### config.mk
export PLATFORM = sky130hd
export DESIGN_NAME = rice_inst_decode_stage
export DESIGN_NICKNAME = d
export VERILOG_FILES = /design/src/rtl/rice_riscv_inst_matcher_pkg.sv /design/src/rtl/rice_riscv_pkg.sv /design/src/rtl/rice_inst_decoder.sv /design/src/rtl/rice_inst_decode_stage.sv
export SDC_FILE = /design/constraint.sdc
export NUM_CORES = 1
export LEC_CHECK = 0
export CAP_MARGIN = 20
export CORE_AREA = 2 2 131 133
export DETAILED_ROUTE_END_ITERATION = 8
export DIE_AREA = 0 0 133 135
export PLACE_DENSITY = 0.8
export SLEW_MARGIN = 20
export SYNTH_ARGS = -nofsm -noshare
export SYNTH_HDL_FRONTEND = slang
export SYNTH_SLANG_ARGS = --single-unit
export TNS_END_PERCENT = 5
### constraint.sdc
create_clock -name i_clk -period 8.15 [get_ports i_clk]
set_input_delay 1.63 -clock i_clk [delete_from_list [all_inputs] [get_ports i_clk]]
set_output_delay 1.63 -clock i_clk [all_outputs]
set_load 0.02 [all_outputs]
### src/rtl/rice_riscv_inst_matcher_pkg.sv
// Encoding matchers used by the decoder. Every opcode constant ends in 2'b11,
// so any match also implies a 32-bit (non-compressed) encoding.
package rice_riscv_inst_matcher_pkg;

    function automatic logic match_opc(input logic [31:0] inst, input logic [6:0] opc);
        return inst[6:0] == opc;
    endfunction

    function automatic logic match_f3(input logic [31:0] inst, input logic [6:0] opc,
                                      input logic [2:0] f3);
        return (inst[6:0] == opc) && (inst[14:12] == f3);
    endfunction

    function automatic logic match_f7(input logic [31:0] inst, input logic [6:0] opc,
                                      input logic [2:0] f3, input logic [6:0] f7);
        return (inst[6:0] == opc) && (inst[14:12] == f3) && (inst[31:25] == f7);
    endfunction

    function automatic logic match_exact(input logic [31:0] inst, input logic [31:0] pattern);
        return inst == pattern;
    endfunction

endpackage

### src/rtl/rice_riscv_pkg.sv
// Shared RISC-V decode types for the rice core.
//   rice_riscv_inst     : raw 32-bit instruction word
//   rice_riscv_op       : one value per supported instruction plus OP_ILLEGAL
//   rice_riscv_decoded  : decoder result (op, register indices, immediate, illegal flag)
//   rice_skid_state     : occupancy of the decode-stage two-entry skid buffer
package rice_riscv_pkg;

    typedef logic [31:0] rice_riscv_inst;

    typedef enum logic [5:0] {
        OP_LUI, OP_AUIPC, OP_JAL, OP_JALR,
        OP_BEQ, OP_BNE, OP_BLT, OP_BGE, OP_BLTU, OP_BGEU,
        OP_LB, OP_LH, OP_LW, OP_LBU, OP_LHU, OP_SB, OP_SH, OP_SW,
        OP_ADDI, OP_SLTI, OP_SLTIU, OP_XORI, OP_ORI, OP_ANDI, OP_SLLI, OP_SRLI, OP_SRAI,
        OP_ADD, OP_SUB, OP_SLL, OP_SLT, OP_SLTU, OP_XOR, OP_SRL, OP_SRA, OP_OR, OP_AND,
        OP_FENCE, OP_FENCE_I, OP_ECALL, OP_EBREAK, OP_MRET,
        OP_CSRRW, OP_CSRRS, OP_CSRRC, OP_CSRRWI, OP_CSRRSI, OP_CSRRCI,
        OP_MUL, OP_MULH, OP_MULHSU, OP_MULHU, OP_DIV, OP_DIVU, OP_REM, OP_REMU,
        OP_ILLEGAL
    } rice_riscv_op;

    typedef struct packed {
        rice_riscv_op op;
        logic [4:0]   rd;
        logic [4:0]   rs1;
        logic [4:0]   rs2;
        logic [31:0]  imm;
        logic         illegal;
    } rice_riscv_decoded;

    typedef enum logic [1:0] {ST_EMPTY, ST_BUSY, ST_FULL} rice_skid_state;

    localparam rice_riscv_decoded DECODED_RESET = '{op: OP_ILLEGAL, rd: 5'd0, rs1: 5'd0,
                                                   rs2: 5'd0, imm: 32'd0, illegal: 1'b0};

    localparam logic [6:0] OPC_LUI     = 7'b0110111;
    localparam logic [6:0] OPC_AUIPC   = 7'b0010111;
    localparam logic [6:0] OPC_JAL     = 7'b1101111;
    localparam logic [6:0] OPC_JALR    = 7'b1100111;
    localparam logic [6:0] OPC_BRANCH  = 7'b1100011;
    localparam logic [6:0] OPC_LOAD    = 7'b0000011;
    localparam logic [6:0] OPC_STORE   = 7'b0100011;
    localparam logic [6:0] OPC_OPIMM   = 7'b0010011;
    localparam logic [6:0] OPC_OP      = 7'b0110011;
    localparam logic [6:0] OPC_MISCMEM = 7'b0001111;
    localparam logic [6:0] OPC_SYSTEM  = 7'b1110011;

    localparam logic [6:0] F7_BASE   = 7'b0000000;
    localparam logic [6:0] F7_ALT    = 7'b0100000;
    localparam logic [6:0] F7_MULDIV = 7'b0000001;

endpackage

### src/rtl/rice_inst_decoder.sv
// Combinational RV32I + Zicsr + Zifencei + mret + M decoder.
//   inst : raw instruction word
//   dec  : op, rd/rs1/rs2 (raw fields), immediate, illegal flag
module rice_inst_decoder
    import rice_riscv_pkg::*;
    import rice_riscv_inst_matcher_pkg::*;
(
    input  rice_riscv_inst    inst,
    output rice_riscv_decoded dec
);

    rice_riscv_op op;
    logic [31:0]  imm;

    always_comb begin
        op = OP_ILLEGAL;
        if (match_opc(inst, OPC_LUI))                     op = OP_LUI;
        if (match_opc(inst, OPC_AUIPC))                   op = OP_AUIPC;
        if (match_opc(inst, OPC_JAL))                     op = OP_JAL;
        if (match_f3(inst, OPC_JALR, 3'b000))             op = OP_JALR;
        if (match_f3(inst, OPC_BRANCH, 3'b000))           op = OP_BEQ;
        if (match_f3(inst, OPC_BRANCH, 3'b001))           op = OP_BNE;
        if (match_f3(inst, OPC_BRANCH, 3'b100))           op = OP_BLT;
        if (match_f3(inst, OPC_BRANCH, 3'b101))           op = OP_BGE;
        if (match_f3(inst, OPC_BRANCH, 3'b110))           op = OP_BLTU;
        if (match_f3(inst, OPC_BRANCH, 3'b111))           op = OP_BGEU;
        if (match_f3(inst, OPC_LOAD, 3'b000))             op = OP_LB;
        if (match_f3(inst, OPC_LOAD, 3'b001))             op = OP_LH;
        if (match_f3(inst, OPC_LOAD, 3'b010))             op = OP_LW;
        if (match_f3(inst, OPC_LOAD, 3'b100))             op = OP_LBU;
        if (match_f3(inst, OPC_LOAD, 3'b101))             op = OP_LHU;
        if (match_f3(inst, OPC_STORE, 3'b000))            op = OP_SB;
        if (match_f3(inst, OPC_STORE, 3'b001))            op = OP_SH;
        if (match_f3(inst, OPC_STORE, 3'b010))            op = OP_SW;
        if (match_f3(inst, OPC_OPIMM, 3'b000))            op = OP_ADDI;
        if (match_f3(inst, OPC_OPIMM, 3'b010))            op = OP_SLTI;
        if (match_f3(inst, OPC_OPIMM, 3'b011))            op = OP_SLTIU;
        if (match_f3(inst, OPC_OPIMM, 3'b100))            op = OP_XORI;
        if (match_f3(inst, OPC_OPIMM, 3'b110))            op = OP_ORI;
        if (match_f3(inst, OPC_OPIMM, 3'b111))            op = OP_ANDI;
        // RV32 shift-immediates: shamt[5] must be zero, so imm[11:5] acts as funct7.
        if (match_f7(inst, OPC_OPIMM, 3'b001, F7_BASE))   op = OP_SLLI;
        if (match_f7(inst, OPC_OPIMM, 3'b101, F7_BASE))   op = OP_SRLI;
        if (match_f7(inst, OPC_OPIMM, 3'b101, F7_ALT))    op = OP_SRAI;
        if (match_f7(inst, OPC_OP, 3'b000, F7_BASE))      op = OP_ADD;
        if (match_f7(inst, OPC_OP, 3'b000, F7_ALT))       op = OP_SUB;
        if (match_f7(inst, OPC_OP, 3'b001, F7_BASE))      op = OP_SLL;
        if (match_f7(inst, OPC_OP, 3'b010, F7_BASE))      op = OP_SLT;
        if (match_f7(inst, OPC_OP, 3'b011, F7_BASE))      op = OP_SLTU;
        if (match_f7(inst, OPC_OP, 3'b100, F7_BASE))      op = OP_XOR;
        if (match_f7(inst, OPC_OP, 3'b101, F7_BASE))      op = OP_SRL;
        if (match_f7(inst, OPC_OP, 3'b101, F7_ALT))       op = OP_SRA;
        if (match_f7(inst, OPC_OP, 3'b110, F7_BASE))      op = OP_OR;
        if (match_f7(inst, OPC_OP, 3'b111, F7_BASE))      op = OP_AND;
        if (match_f7(inst, OPC_OP, 3'b000, F7_MULDIV))    op = OP_MUL;
        if (match_f7(inst, OPC_OP, 3'b001, F7_MULDIV))    op = OP_MULH;
        if (match_f7(inst, OPC_OP, 3'b010, F7_MULDIV))    op = OP_MULHSU;
        if (match_f7(inst, OPC_OP, 3'b011, F7_MULDIV))    op = OP_MULHU;
        if (match_f7(inst, OPC_OP, 3'b100, F7_MULDIV))    op = OP_DIV;
        if (match_f7(inst, OPC_OP, 3'b101, F7_MULDIV))    op = OP_DIVU;
        if (match_f7(inst, OPC_OP, 3'b110, F7_MULDIV))    op = OP_REM;
        if (match_f7(inst, OPC_OP, 3'b111, F7_MULDIV))    op = OP_REMU;
        if (match_f3(inst, OPC_MISCMEM, 3'b000))          op = OP_FENCE;
        if (match_f3(inst, OPC_MISCMEM, 3'b001))          op = OP_FENCE_I;
        if (match_exact(inst, 32'h0000_0073))             op = OP_ECALL;
        if (match_exact(inst, 32'h0010_0073))             op = OP_EBREAK;
        if (match_exact(inst, 32'h3020_0073))             op = OP_MRET;
        if (match_f3(inst, OPC_SYSTEM, 3'b001))           op = OP_CSRRW;
        if (match_f3(inst, OPC_SYSTEM, 3'b010))           op = OP_CSRRS;
        if (match_f3(inst, OPC_SYSTEM, 3'b011))           op = OP_CSRRC;
        if (match_f3(inst, OPC_SYSTEM, 3'b101))           op = OP_CSRRWI;
        if (match_f3(inst, OPC_SYSTEM, 3'b110))           op = OP_CSRRSI;
        if (match_f3(inst, OPC_SYSTEM, 3'b111))           op = OP_CSRRCI;
    end

    always_comb begin
        case (inst[6:0])
            OPC_LUI, OPC_AUIPC: imm = {inst[31:12], 12'b0};
            OPC_JAL:            imm = {{12{inst[31]}}, inst[19:12], inst[20], inst[30:21], 1'b0};
            OPC_BRANCH:         imm = {{20{inst[31]}}, inst[7], inst[30:25], inst[11:8], 1'b0};
            OPC_STORE:          imm = {{21{inst[31]}}, inst[30:25], inst[11:7]};
            OPC_OP:             imm = 32'd0;
            // funct3[2] selects the CSR-immediate forms, whose operand is zimm in rs1.
            OPC_SYSTEM:         imm = inst[14] ? {27'd0, inst[19:15]}
                                               : {{21{inst[31]}}, inst[30:20]};
            default:            imm = {{21{inst[31]}}, inst[30:20]};
        endcase
        if (op == OP_ILLEGAL) imm = 32'd0;
    end

    always_comb begin
        dec         = DECODED_RESET;
        dec.op      = op;
        dec.rd      = inst[11:7];
        dec.rs1     = inst[19:15];
        dec.rs2     = inst[24:20];
        dec.imm     = imm;
        dec.illegal = (op == OP_ILLEGAL);
    end

endmodule

### src/rtl/rice_inst_decode_stage.sv
// Registered decode stage with a two-entry skid buffer so o_if_ready is a flop.
//   i_clk, i_rst               : clock, async active-high reset
//   i_flush                    : redirect; drops every buffered and incoming entry
//   i_if_valid/o_if_ready      : fetch handshake carrying i_if_pc, i_if_inst
//   o_id_valid/i_id_ready      : execute handshake carrying o_id_* decode results
//
// state    | meaning
// EMPTY    | no entry held; ready=1, valid=0
// BUSY     | main entry holds the presented result; ready=1, valid=1
// FULL     | main and skid both hold entries; ready=0, valid=1
module rice_inst_decode_stage
    import rice_riscv_pkg::*;
    #(parameter int XLEN = 32)
(
    input  logic             i_clk,
    input  logic             i_rst,
    input  logic             i_flush,
    input  logic             i_if_valid,
    output logic             o_if_ready,
    input  logic [XLEN-1:0]  i_if_pc,
    input  rice_riscv_inst   i_if_inst,
    output logic             o_id_valid,
    input  logic             i_id_ready,
    output logic [XLEN-1:0]  o_id_pc,
    output rice_riscv_op     o_id_op,
    output logic [4:0]       o_id_rd,
    output logic [4:0]       o_id_rs1,
    output logic [4:0]       o_id_rs2,
    output logic [31:0]      o_id_imm,
    output logic             o_id_illegal
);

    rice_riscv_decoded dec_new;
    rice_riscv_decoded main_q, main_d, skid_q, skid_d;
    logic [XLEN-1:0]   main_pc_q, main_pc_d, skid_pc_q, skid_pc_d;
    rice_skid_state    state_q, state_d;
    logic              if_ready_q, if_ready_d, id_valid_q, id_valid_d;
    logic              do_in, do_out;

    rice_inst_decoder u_decoder (
        .inst (i_if_inst),
        .dec  (dec_new)
    );

    assign do_in  = i_if_valid && if_ready_q;
    assign do_out = id_valid_q && i_id_ready;

    always_comb begin
        state_d   = state_q;
        main_d    = main_q;
        main_pc_d = main_pc_q;
        skid_d    = skid_q;
        skid_pc_d = skid_pc_q;
        case (state_q)
            ST_EMPTY: begin
                if (do_in) begin
                    main_d    = dec_new;
                    main_pc_d = i_if_pc;
                    state_d   = ST_BUSY;
                end
            end
            ST_BUSY: begin
                if (do_in && do_out) begin
                    main_d    = dec_new;
                    main_pc_d = i_if_pc;
                end else if (do_in) begin
                    skid_d    = dec_new;
                    skid_pc_d = i_if_pc;
                    state_d   = ST_FULL;
                end else if (do_out) begin
                    state_d   = ST_EMPTY;
                end
            end
            ST_FULL: begin
                if (do_out) begin
                    main_d    = skid_q;
                    main_pc_d = skid_pc_q;
                    state_d   = ST_BUSY;
                end
            end
            default: state_d = ST_EMPTY;
        endcase
        if (i_flush) state_d = ST_EMPTY;
        // Handshake outputs are registered copies of the next-state decode.
        if_ready_d = (state_d != ST_FULL);
        id_valid_d = (state_d != ST_EMPTY);
    end

    always_ff @(posedge i_clk or posedge i_rst) begin
        if (i_rst) begin
            state_q    <= ST_EMPTY;
            main_q     <= DECODED_RESET;
            main_pc_q  <= '0;
            skid_q     <= DECODED_RESET;
            skid_pc_q  <= '0;
            if_ready_q <= 1'b1;
            id_valid_q <= 1'b0;
        end else begin
            state_q    <= state_d;
            main_q     <= main_d;
            main_pc_q  <= main_pc_d;
            skid_q     <= skid_d;
            skid_pc_q  <= skid_pc_d;
            if_ready_q <= if_ready_d;
            id_valid_q <= id_valid_d;
        end
    end

    assign o_if_ready   = if_ready_q;
    assign o_id_valid   = id_valid_q;
    assign o_id_pc      = main_pc_q;
    assign o_id_op      = main_q.op;
    assign o_id_rd      = main_q.rd;
    assign o_id_rs1     = main_q.rs1;
    assign o_id_rs2     = main_q.rs2;
    assign o_id_imm     = main_q.imm;
    assign o_id_illegal = main_q.illegal;

endmodule
==> qor.csv, run 1 <==
stage,metric,value,unit
global_route,largest net degree at the start of global routing,109,
clock_network,clock tree from TritonCTS,done,
logic_synthesis,Yosys chip area,8670,um2
clock_network,count of hold-fix buffers inserted at cts,0,
sta,highest clock frequency the design can meet,0.193,GHz
final_layout,filler-free cell count of the finished design,1377,
floorplanning,fp util,0.528,
worst_setup_path,maximum fanout along the worst path,26,
final_layout,most instantiated logic cell after routing,sky130_fd_sc_hd__nand2_1,
global_route,GRT Overall Usage,0.284,
logic_synthesis,fraction of synthesized cell area in xor and xnor cells,0.00202,
logic_synthesis,simple-gate share of the synthesized area,0.272,
final_layout,MI comb area,3920,um2
job,total tool warning count,30,
routing,number of routed nets with antenna violations,0,
floorplanning,Tap Count,220,
final_layout,proportion of layout cells with a drive suffix above 1,0.0648,
floorplanning,ports placed on the boundary,157,
clock_network,maximum count of clock buffers along a single path,2,
logic_synthesis,post-synthesis sequential element count,176,
final_layout,"commonest non-fill, non-tap cells in the layout","296 x sky130_fd_sc_hd__nand2_1, 169 x sky130_fd_sc_hd__dfrtp_1, 156 x sky130_fd_sc_hd__clkdlybuf4s50_1, 119 x sky130_fd_sc_hd__nor2_1, 88 x sky130_fd_sc_hd__a21oi_1",
floorplanning,total die size,18000,um2
logic_synthesis,multiplexer share of the synthesized area,0.00245,
final_layout,flip-flop and latch area,4410,um2
power,cell leakage power,4.76,nW
sta,setup ws final,2.96,ns
sta,min Tclk post-route,5.19,ns
logic_synthesis,number of enable flip-flop cells,0,
job,number of max-cap violations,0,
place,pre-CTS setup slack,2.63,ns
logic_synthesis,number of standard cells after synthesis,1041,
global_route,vias in the first global route,7646,
worst_setup_path,type of the worst setup path,primary input to flip-flop,
final_layout,Max-area cell class,sequential cells,
sta,Slew Limit Headroom,0.309,
sta,number of max-slew violations in the final report,0,
floorplanning,standard-cell rows,47,
sta,portion of the clock cycle consumed by the worst path in the final layout,0.637,
clock_network,number of buffers inserted during clock tree synthesis,17,
logic_synthesis,combinational family with the most area after synthesis,simple AND/OR/NAND/NOR gates,
logic_synthesis,post-synthesis async set-or-reset flop share,1.00,
logic_synthesis,average instance area after synthesis,8.33,um2
final_layout,Non-clk bufs,165,
place,Final GP Congestion,0.944,
sta,largest clock skew in the final design,0.0126,ns
final_layout,final sequential cell count,176,
sta,Post-Route Setup TNS,0,ns
worst_setup_path,"delay-heaviest family, CP",simple AND/OR/NAND/NOR gates,
routing,1st-pass router iterations,5,
final_layout,fraction of area in non-clock buffers,0.150,
logic_synthesis,"Warnings, synthesis",0,
clock_network,total setup buffers inserted after CTS,0,
final_layout,share of the final layout cell area in multi-input gates,0.361,
status,outcome,completed,
routing,vias post-DR,8104,
clock_network,sink count of the clock tree,176,
worst_setup_path,setup slack of the worst register-to-register path,5.33,ns
power,overall power after layout,2.99,mW
routing,number of vias per cell after detailed routing,5.89,
logic_synthesis,sequential fraction of the synthesis area,0.509,
place,cell area reported after detailed placement,10300,um2
logic_synthesis,Mapped Area,8670,um2
final_layout,net count of the finished layout,1214,
final_layout,flip-flop and latch share of the layout cell area,0.406,
global_route,initial antenna violation count,0,
worst_setup_path,cells along the critical path,"clkdlybuf4s50_1, nor2b_1, o21ai_0, a21oi_1, nor3_1, nor3b_1, and4_4, or3_1, o21ai_0",
place,placed cell count,1346,
worst_setup_path,arrival time worst endpoint,5.46,ns
worst_setup_path,data required time at the worst endpoint,8.42,ns
final_layout,final core utilization,0.662,
final_layout,number of antenna diodes,0,
global_route,wire length of the first global-routing pass,40300,um
logic_synthesis,"post-synthesis share of cell area spent on full adders, half adders and majority gates",0,
sta,worst hold margin,0.458,ns
-- run 1: cell families (layout without fill, tap and decap cells) --
family	after synthesis	count (layout)
AND-OR/OR-AND	241	241
XOR/XNOR	2	2
buffers and inverters	87	203
flip-flops	176	176
multiplexers	2	2
AND/OR/NAND/NOR	533	533
-- run 1: path summary, 6_finish.rpt --
kind | startpoint | to | depth (start not counted)
setup / recovery | i_if_inst[13] | skid_q[28] | 9
hold / removal | skid_q[53] | skid_q[53] | 2
setup reg to reg | o_if_ready | o_id_pc[20] | 6
hold reg to reg | skid_q[53] | skid_q[53] | 2
max in group asynchronous | i_rst | o_id_imm[10] | 3
min in group asynchronous | i_rst | o_id_pc[12] | 2
-- run 1: where the power goes --
part           leakage [nW]  switching, mW  internal, mW
registers              2.15          0.147          1.13
clock network         0.284          0.359         0.467
logic                  2.33          0.498         0.382
-- run 1: synth_stat cells, drive strengths merged (10+ instances only) --
master,n,area (um2)
nand4,15,93.8
clkbuf,65,244
nor3,14,70.1
buf,15,97.6
nand2,296,1110
dfrtp,169,4230
o31ai,10,75.1
a31oi,56,350
o21ai,41,243
nand3,14,70.1
a21oi,89,445
nor2,121,459
or4,18,135
-- run 1: state kept, by name, indices dropped and copies added (netlist names) --
register	count
o_id_pc	32
o_id_rs2	5
o_if_ready	1
o_id_illegal	1
o_id_imm	32
o_id_valid	1
o_id_op	6
o_id_rs1	5
o_id_rd	5
skid_pc_q	32
state_q	2
skid_q	54
-- run 1: metal layers --
metal | GRT usage | vias to the layer above | wire, um
met4 | 0.110 | 0 | 766
met1 | 0.399 | 3883 | 10600
met5 | 0 | - | 0
met2 | 0.447 | 374 | 11600
met3 | 0.0450 | 53 | 1860
li1 | - | 3794 | -
Run 1, PDN straps and rails:
Scale bar: 50 um. Pins as bars on the die edge. Tap cells in gray.
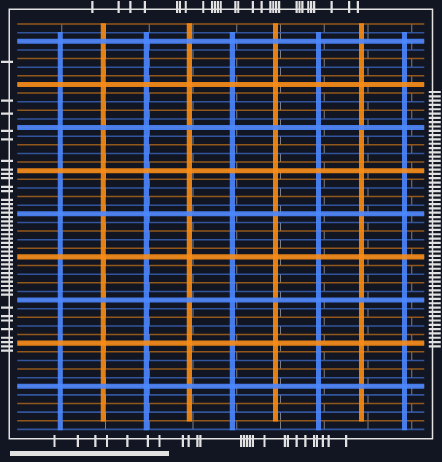
net	color
VSS	blue
VDD	orange
met1 rails	48
tap cells	220
rows	47
met5 straps	9
Die Ht: 135 um
Core Area: 16,400 um2
horizontal die dimension: 133 um

Run 1, placed cells, one color a class:
Scale bar: 50 um.
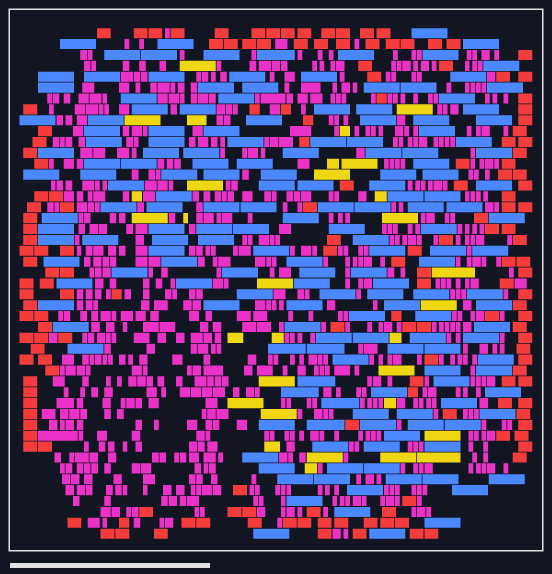
class	color	cells
all other logic	magenta	785
other buffers and delay cells	red	165
flip-flops	blue	176
clock drivers and dummy loads	yellow	31

Run 1, clock wires, drivers and flops:
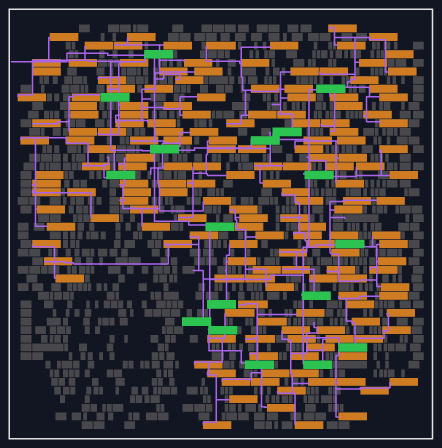
[flip-flops] orange | count: 176
[cells driving clock nets] green | count: 17
[clock wires] purple | length: 2,010 um
flops lie	widely spread
Skew-Pair Late Insertion Delay: 0.43 ns
portion of total power attributed to the clock network: 0.276

Run 1, signal wires by layer:
Scale bar: 50 um. Two of the layers only.
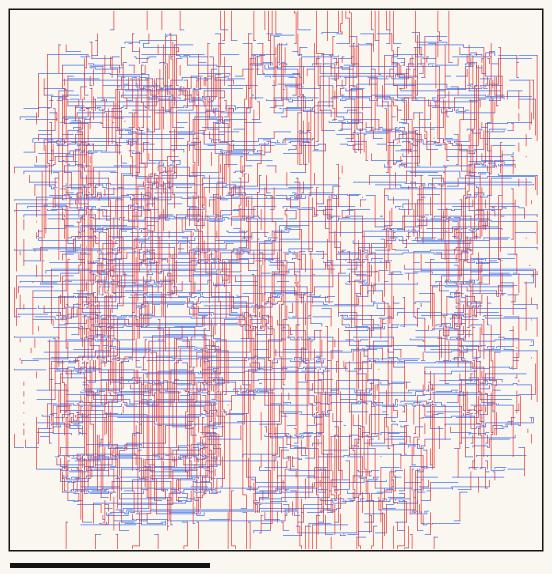

==> run 2: changes to the inputs <==
==> constraint.sdc (replaced) <==
create_clock -name i_clk -period 5.3 [get_ports i_clk]
set_input_delay 1.06 -clock i_clk [delete_from_list [all_inputs] [get_ports i_clk]]
set_output_delay 1.06 -clock i_clk [all_outputs]
set_load 0.02 [all_outputs]
Run 2, signal wires by layer:
Scale bar: 50 um. Two of the layers only.
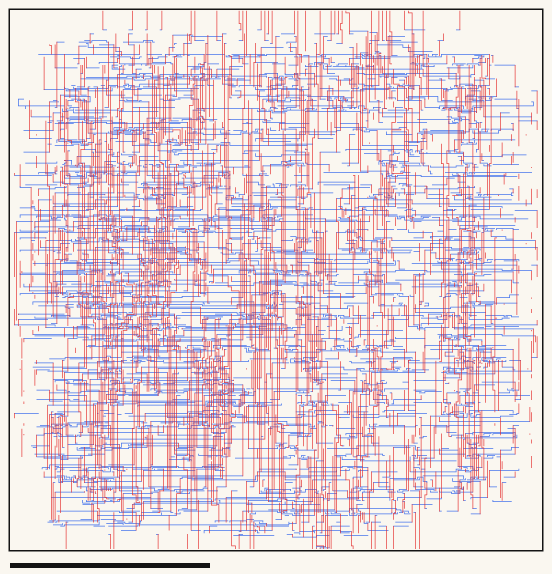
layer	color	wire length
met1	blue	10,900 um
met2	red	11,400 um
routed length per placed instance: 18.0 um
vias post-DR: 8,075
GRT Overall Usage: 0.289
Detailed Route WL: 25,000 um

Run 2, placed cells, one color a class:
Scale bar: 50 um.
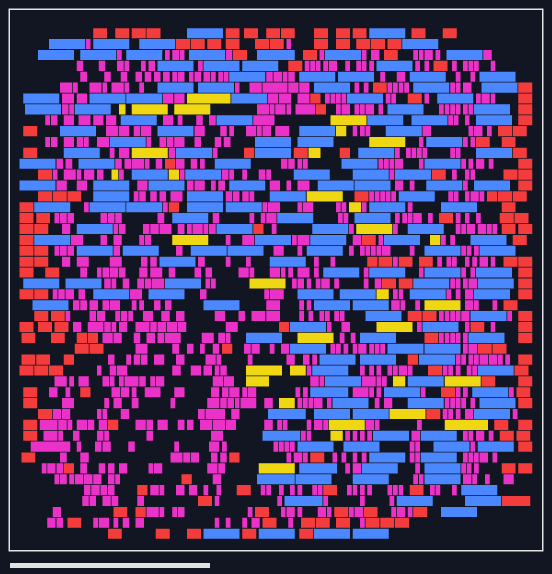
class	color	cells
flip-flops	blue	176
all other logic	magenta	785
clock drivers and dummy loads	yellow	32
other buffers and delay cells	red	179

==> run 2 against run 1 <==
Effect of this change:
- wire length grew 0.91%
- synthesized area did not move
- clock power up 56%
- critical path type unchanged
- largest cell class unchanged
- largest power group unchanged
==> qor.csv, run 2 <==
stage,metric,value,unit,change
floorplanning,Core Area,16400,um2,unchanged
floorplanning,standard-cell rows,47,,unchanged
final_layout,number of antenna diodes,0,,unchanged
clock_network,total setup buffers inserted after CTS,0,,unchanged
sta,highest clock frequency the design can meet,0.247,GHz,
power,cell leakage power,4.83,nW,was 4.76 nW
logic_synthesis,share of Yosys cell area claimed by the top area cell type,0.488,,unchanged
logic_synthesis,post-synthesis async set-or-reset flop share,1.00,,unchanged
floorplanning,fp util,0.528,,unchanged
final_layout,register name with the most flops,skid_q,,unchanged
worst_setup_path,Reg-to-Reg Start,o_if_ready,,unchanged
final_layout,number of flip-flops under the largest register name,54,,unchanged
final_layout,final core utilization,0.670,,was 0.662
place,placed cell count,1360,,"was 1,346"
place,Final GP Congestion,0.960,,was 0.944
floorplanning,Die Ht,135,um,unchanged
worst_setup_path,"delay-heaviest family, CP",simple AND/OR/NAND/NOR gates,,unchanged
floorplanning,horizontal die dimension,133,um,unchanged
floorplanning,ports placed on the boundary,157,,unchanged
worst_setup_path,depth of the worst register-to-register path,6,,unchanged
status,outcome,completed,,unchanged
global_route,wire length of the first global-routing pass,41000,um,"was 40,300 um"
hold_path,Worst Hold Launch,skid_q[52],,was skid_q[53]
logic_synthesis,number of standard cells after synthesis,1041,,unchanged
worst_setup_path,worst setup path endpoint,skid_q[30],,was skid_q[28]
logic_synthesis,average instance area after synthesis,8.33,um2,unchanged
place,pre-CTS setup slack,0.891,ns,was 2.63 ns
worst_setup_path,critical path depth in cells,10,,was 9
clock_network,Skew-Pair Late Insertion Delay,0.43,ns,about the same
clock_network,clock tree from TritonCTS,done,,unchanged
final_layout,MI comb area,3920,um2,unchanged
logic_synthesis,most common cell in the netlist,sky130_fd_sc_hd__nand2_1,,unchanged
global_route,initial antenna violation count,0,,unchanged
place,cell area reported after detailed placement,10400,um2,"was 10,300 um2"
worst_setup_path,Worst R2R End,o_id_pc[2],,was o_id_pc[20]
routing,number of vias per cell after detailed routing,5.80,,was 5.89
logic_synthesis,cell types with the highest counts after synthesis,"296 x sky130_fd_sc_hd__nand2_1, 169 x sky130_fd_sc_hd__dfrtp_1, 119 x sky130_fd_sc_hd__nor2_1",,unchanged
job,number of max-cap violations,0,,unchanged
worst_setup_path,setup slack of the worst register-to-register path,2.73,ns,was 5.33 ns
job,total tool warning count,28,,was 30
logic_synthesis,Cell area leaders,"sky130_fd_sc_hd__dfrtp_1 49%, sky130_fd_sc_hd__nand2_1 13%, sky130_fd_sc_hd__nor2_1 5.2%",,unchanged
global_route,largest net degree at the start of global routing,177,,was 109
sta,number of max-slew violations in the final report,0,,unchanged
final_layout,filler-free cell count of the finished design,1392,,"was 1,377"
final_layout,most instantiated logic cell after routing,sky130_fd_sc_hd__nand2_1,,unchanged
logic_synthesis,Mapped Area,8670,um2,unchanged
logic_synthesis,post-synthesis sequential element count,176,,unchanged
sta,Slew Limit Headroom,0.330,,was 0.309
final_layout,net count of the finished layout,1228,,"was 1,214"
final_layout,flip-flop and latch area,4410,um2,unchanged
clock_network,number of buffers inserted during clock tree synthesis,17,,unchanged
final_layout,proportion of layout cells with a drive suffix above 1,0.0776,,was 0.0648
worst_setup_path,maximum fanout along the worst path,26,,unchanged
sta,portion of the clock cycle consumed by the worst path in the final layout,0.765,,
power,overall power after layout,4.61,mW,was 2.99 mW
worst_setup_path,arrival time worst endpoint,4.40,ns,was 5.46 ns
[run 2: cell types whose count changed in the layout (fill, tap and decap cells not counted), sizes merged]
cell	before	now
clkbuf	19	17
clkinvlp	2	4
inv	12	13
buf	9	23
[run 2: routing by layer]
layer,routed length (um),GRT usage,vias to the layer above,part of all wire
li1,-,-,3830,-
met1,10900,0.405,3827,0.44
met2,11400,0.446,361,0.46
met3,1920,0.0593,57,0.077
met4,769,0.114,0,0.031
met5,0,0,-,0
[run 2: worst min-delay path, cell delays in order, from the launching register on]
cell and delay [ns]:
sky130_fd_sc_hd__dfstp_2 0.37, sky130_fd_sc_hd__nand2_1 0.05, sky130_fd_sc_hd__nand2_1 0.05
[run 2: area by class of cell]
| cell class | count | share of cell area |
|---|---|---|
| Clock inverter | 15 | 0.0159 |
| Timing Repair Buffer | 179 | 0.159 |
| Tap cell | 220 | 0.0250 |
| Multi-Input combinational cell | 778 | 0.357 |
| Clock buffer | 17 | 0.0387 |
| Inverter | 7 | 0.00273 |
| Sequential cell | 176 | 0.402 |
[run 2: cells by family (layout without fill, tap and decap cells)]
group | after synthesis | after routing | synth area share
simple gates | 533 | 533 | 0.272
compound gates | 241 | 241 | 0.172
flops | 176 | 176 | 0.509
buf+inv | 87 | 218 | 0.0424
xor+xnor | 2 | 2 | 0.00202
mux | 2 | 2 | 0.00245
[run 2: where the power goes]
part	internal [mW]	switching, mW
Clock	0.710	0.575
Combinational	0.596	0.765
Sequential	1.74	0.221
Run 2, clock wires, drivers and flops:
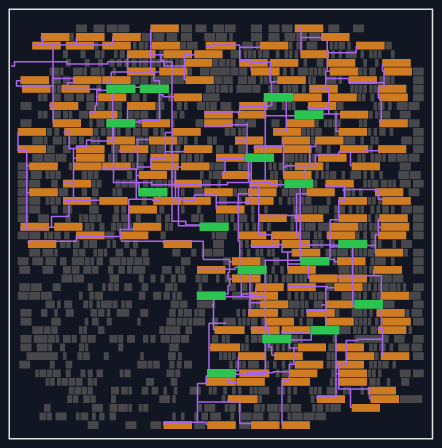

==> run 3: changes to the inputs <==
--- a/config.mk
+++ b/config.mk
@@ -6,10 +6,10 @@
 export NUM_CORES = 1
 export LEC_CHECK = 0
 export CAP_MARGIN = 20
-export CORE_AREA = 2 2 131 133
+export CORE_AREA = 2 2 138 140
 export DETAILED_ROUTE_END_ITERATION = 8
-export DIE_AREA = 0 0 133 135
-export PLACE_DENSITY = 0.8
+export DIE_AREA = 0 0 140 142
+export PLACE_DENSITY = 0.76
 export SLEW_MARGIN = 20
 export SYNTH_ARGS = -nofsm -noshare
 export SYNTH_HDL_FRONTEND = slang
==> constraint.sdc (replaced) <==
create_clock -name i_clk -period 3.5 [get_ports i_clk]
set_input_delay 0.7 -clock i_clk [delete_from_list [all_inputs] [get_ports i_clk]]
set_output_delay 0.7 -clock i_clk [all_outputs]
set_load 0.02 [all_outputs]
Run 3, clock wires, drivers and flops:
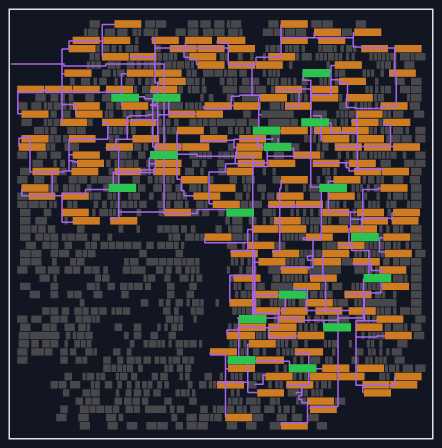
[flip-flops] orange | count: 176
[cells driving clock nets] green | count: 17
[clock wires] purple | length: 2,080 um
flops lie	widely spread
routed clock nets	18

==> run 3 against run 2 <==
Effect of this change:
- the run now ends with design-rule violations left
- synthesized cell count stayed put
- wire length grew 8.2%
- clock power grew about 60%
- combinational power increased by about 60%
- sequential share of layout area is 3.1 points lower
- sequential cell count stayed put
- first-iteration DRC count fell by 7.7%
- design area up 8.2%
- synthesized area unchanged
- via count rose by 5.2%
==> qor.csv, run 3 <==
stage,metric,value,unit,change
worst_setup_path,maximum fanout along the worst path,21,,was 26
sta,highest clock frequency the design can meet,0.300,GHz,
worst_setup_path,"delay-heaviest family, CP",simple AND/OR/NAND/NOR gates,,unchanged
sta,Post-Route Setup TNS,0,ns,unchanged
routing,sum of met3 wire segment lengths after detailed routing,1710,um,was 1920 um
final_layout,number of antenna diodes,0,,unchanged
power,P_int,4.85,mW,was 3.05 mW
power,net switching power,2.38,mW,was 1.56 mW
floorplanning,horizontal die dimension,140,um,was 133 um
global_route,vias in the first global route,8057,,"was 7,847"
place,Final GP Congestion,0.905,,was 0.960
floorplanning,ports placed on the boundary,157,,unchanged
final_layout,proportion of layout cells with a drive suffix above 1,0.153,,was 0.0776
final_layout,register name with the most flops,skid_q,,unchanged
power,total clock network power,2.07,mW,was 1.29 mW
routing,vias post-DR,8491,,"was 8,075"
clock_network,clock tree from TritonCTS,done,,unchanged
sta,min Tclk post-route,3.33,ns,
worst_setup_path,data required time at the worst endpoint,3.83,ns,was 5.64 ns
routing,number of vias per cell after detailed routing,5.62,,was 5.80
routing,1st-pass router iterations,8,,was 5
global_route,largest net degree at the start of global routing,63,,was 177
status,outcome,finished with violations,,was completed
power,portion of total power attributed to the clock network,0.286,,was 0.279
logic_synthesis,Cell area leaders,"sky130_fd_sc_hd__dfrtp_1 49%, sky130_fd_sc_hd__nand2_1 13%, sky130_fd_sc_hd__nor2_1 5.2%",,unchanged
clock_network,total setup buffers inserted after CTS,0,,unchanged
status,failing checks,design-rule violations,,
sta,portion of the clock cycle consumed by the worst path in the final layout,0.952,,
routing,Detailed Route WL,27100,um,"was 25,000 um"
logic_synthesis,post-synthesis async set-or-reset flop share,1.00,,unchanged
power,Sw Ratio,0.329,,was 0.339
clock_network,maximum count of clock buffers along a single path,2,,unchanged
sta,largest clock skew in the final design,0.00956,ns,was 0.00753 ns
logic_synthesis,average instance area after synthesis,8.33,um2,unchanged
logic_synthesis,number of enable flip-flop cells,0,,unchanged
global_route,met2 demand-to-capacity share in global routing,0.453,,was 0.446
power,cell leakage power,5.37,nW,was 4.83 nW
power,share of total power in combinational logic,0.300,,was 0.295
floorplanning,Die Ht,142,um,was 135 um
job,number of max-cap violations,0,,unchanged
sta,setup ws final,0.168,ns,was 1.24 ns
floorplanning,standard-cell rows,50,,was 47
sta,worst hold margin,0.460,ns,was 0.466 ns
clock_network,number of buffers inserted during clock tree synthesis,17,,unchanged
sta,number of max-slew violations in the final report,0,,unchanged
logic_synthesis,number of standard cells after synthesis,1041,,unchanged
routing,number of routed nets with antenna violations,0,,unchanged
routing,uppermost signal routing layer after detailed routing,met4,,unchanged
clock_network,Skew-Pair Late Insertion Delay,0.43,ns,about the same
routing,DRC errors left,16,,was 0
final_layout,"commonest non-fill, non-tap cells in the layout","296 x sky130_fd_sc_hd__nand2_1, 169 x sky130_fd_sc_hd__dfrtp_1, 156 x sky130_fd_sc_hd__clkdlybuf4s50_1, 123 x sky130_fd_sc_hd__buf_4, 119 x sky130_fd_sc_hd__nor2_1",,"was 296 x sky130_fd_sc_hd__nand2_1, 169 x sky130_fd_sc_hd__dfrtp_1, 156 x sky130_fd_sc_hd__clkdlybuf4s50_1, 119 x sky130_fd_sc_hd__nor2_1, 88 x sky130_fd_sc_hd__a21oi_1"
floorplanning,fp util,0.470,,was 0.528
global_route,initial antenna violation count,0,,unchanged
power,Max power group,sequential cells,,unchanged
floorplanning,total die size,19900,um2,"was 18,000 um2"
global_route,global routing usage on met1,0.379,,was 0.405
global_route,GRT Overall Usage,0.278,,was 0.289
final_layout,most instantiated logic cell after routing,sky130_fd_sc_hd__nand2_1,,unchanged
final_layout,number of flip-flops under the largest register name,54,,unchanged
power,relative contribution of sequential cells to total power,0.413,,was 0.426
power,power dissipated in combinational cells,2.17,mW,was 1.36 mW
Run 3, signal wires by layer:
Scale bar: 50 um. Two of the layers only.
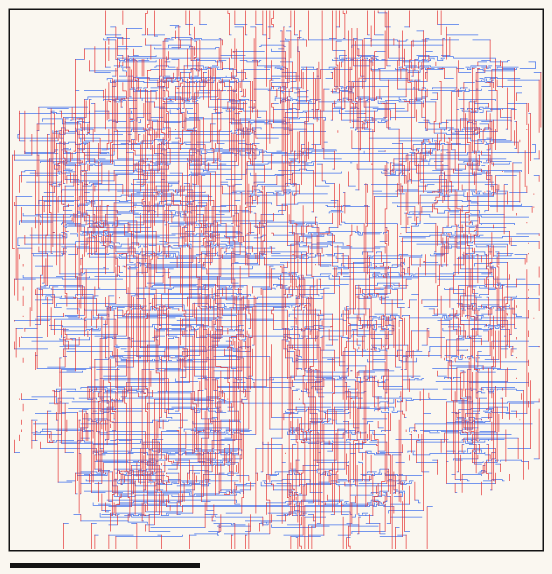
layer	color	wire length
met1	blue	11,900 um
met2	red	12,800 um

## run 3: cell types whose count changed in the layout (fill, tap and decap cells not counted), sizes merged
cell | previous run | this run
clkinv | 3 | 2
clkbuf | 17 | 19
clkinvlp | 4 | 3
bufinv | 2 | 4
inv | 13 | 11
buf | 23 | 128
## run 3: layout make-up
| cell class | instances | area [um2] | area share |
|---|---|---|---|
| Multi-Input combinational cell | 778 | 3930 | 0.331 |
| Clock inverter | 13 | 198 | 0.0166 |
| Inverter | 7 | 30.0 | 0.00252 |
| Tap cell | 234 | 293 | 0.0246 |
| Clock buffer | 19 | 443 | 0.0372 |
| Timing Repair Buffer | 284 | 2580 | 0.217 |
| Sequential cell | 176 | 4410 | 0.371 |
## run 3: cells by family (layout without fill, tap and decap cells)
group | count (synthesis) | after routing | share of synthesized area
AND-OR/OR-AND | 241 | 241 | 0.172
XOR/XNOR | 2 | 2 | 0.00202
buffers and inverters | 87 | 323 | 0.0424
flip-flops | 176 | 176 | 0.509
multiplexers | 2 | 2 | 0.00245
AND/OR/NAND/NOR | 533 | 533 | 0.272
## run 3: path summary, 6_finish.rpt
check	start	endpoint	slack, ns	cells after the start
setup reg to reg	o_if_ready	skid_q[24]	1.23	6
hold reg to reg	skid_q[53]	skid_q[53]	0.46	2
setup / recovery	i_if_inst[1]	skid_q[24]	0.17	12
max in group asynchronous	i_rst	o_id_illegal	1.99	3
min in group asynchronous	i_rst	skid_q[33]	0.74	2
hold / removal	skid_q[53]	skid_q[53]	0.46	2
## run 3: stage by stage
stage / utilization / total power [mW] / instances
after CTS: 0.644 / 7.26 / 1511
after global placement: 0.609 / 5.12 / 1479
final: 0.644 / 7.23 / 1511
after detailed placement: 0.610 / 5.18 / 1479
after global routing: 0.644 / 7.61 / 1511
after floorplan: - / 4.11 / 1041
Power figures rest on the tool's default switching activity, not on a simulated workload.
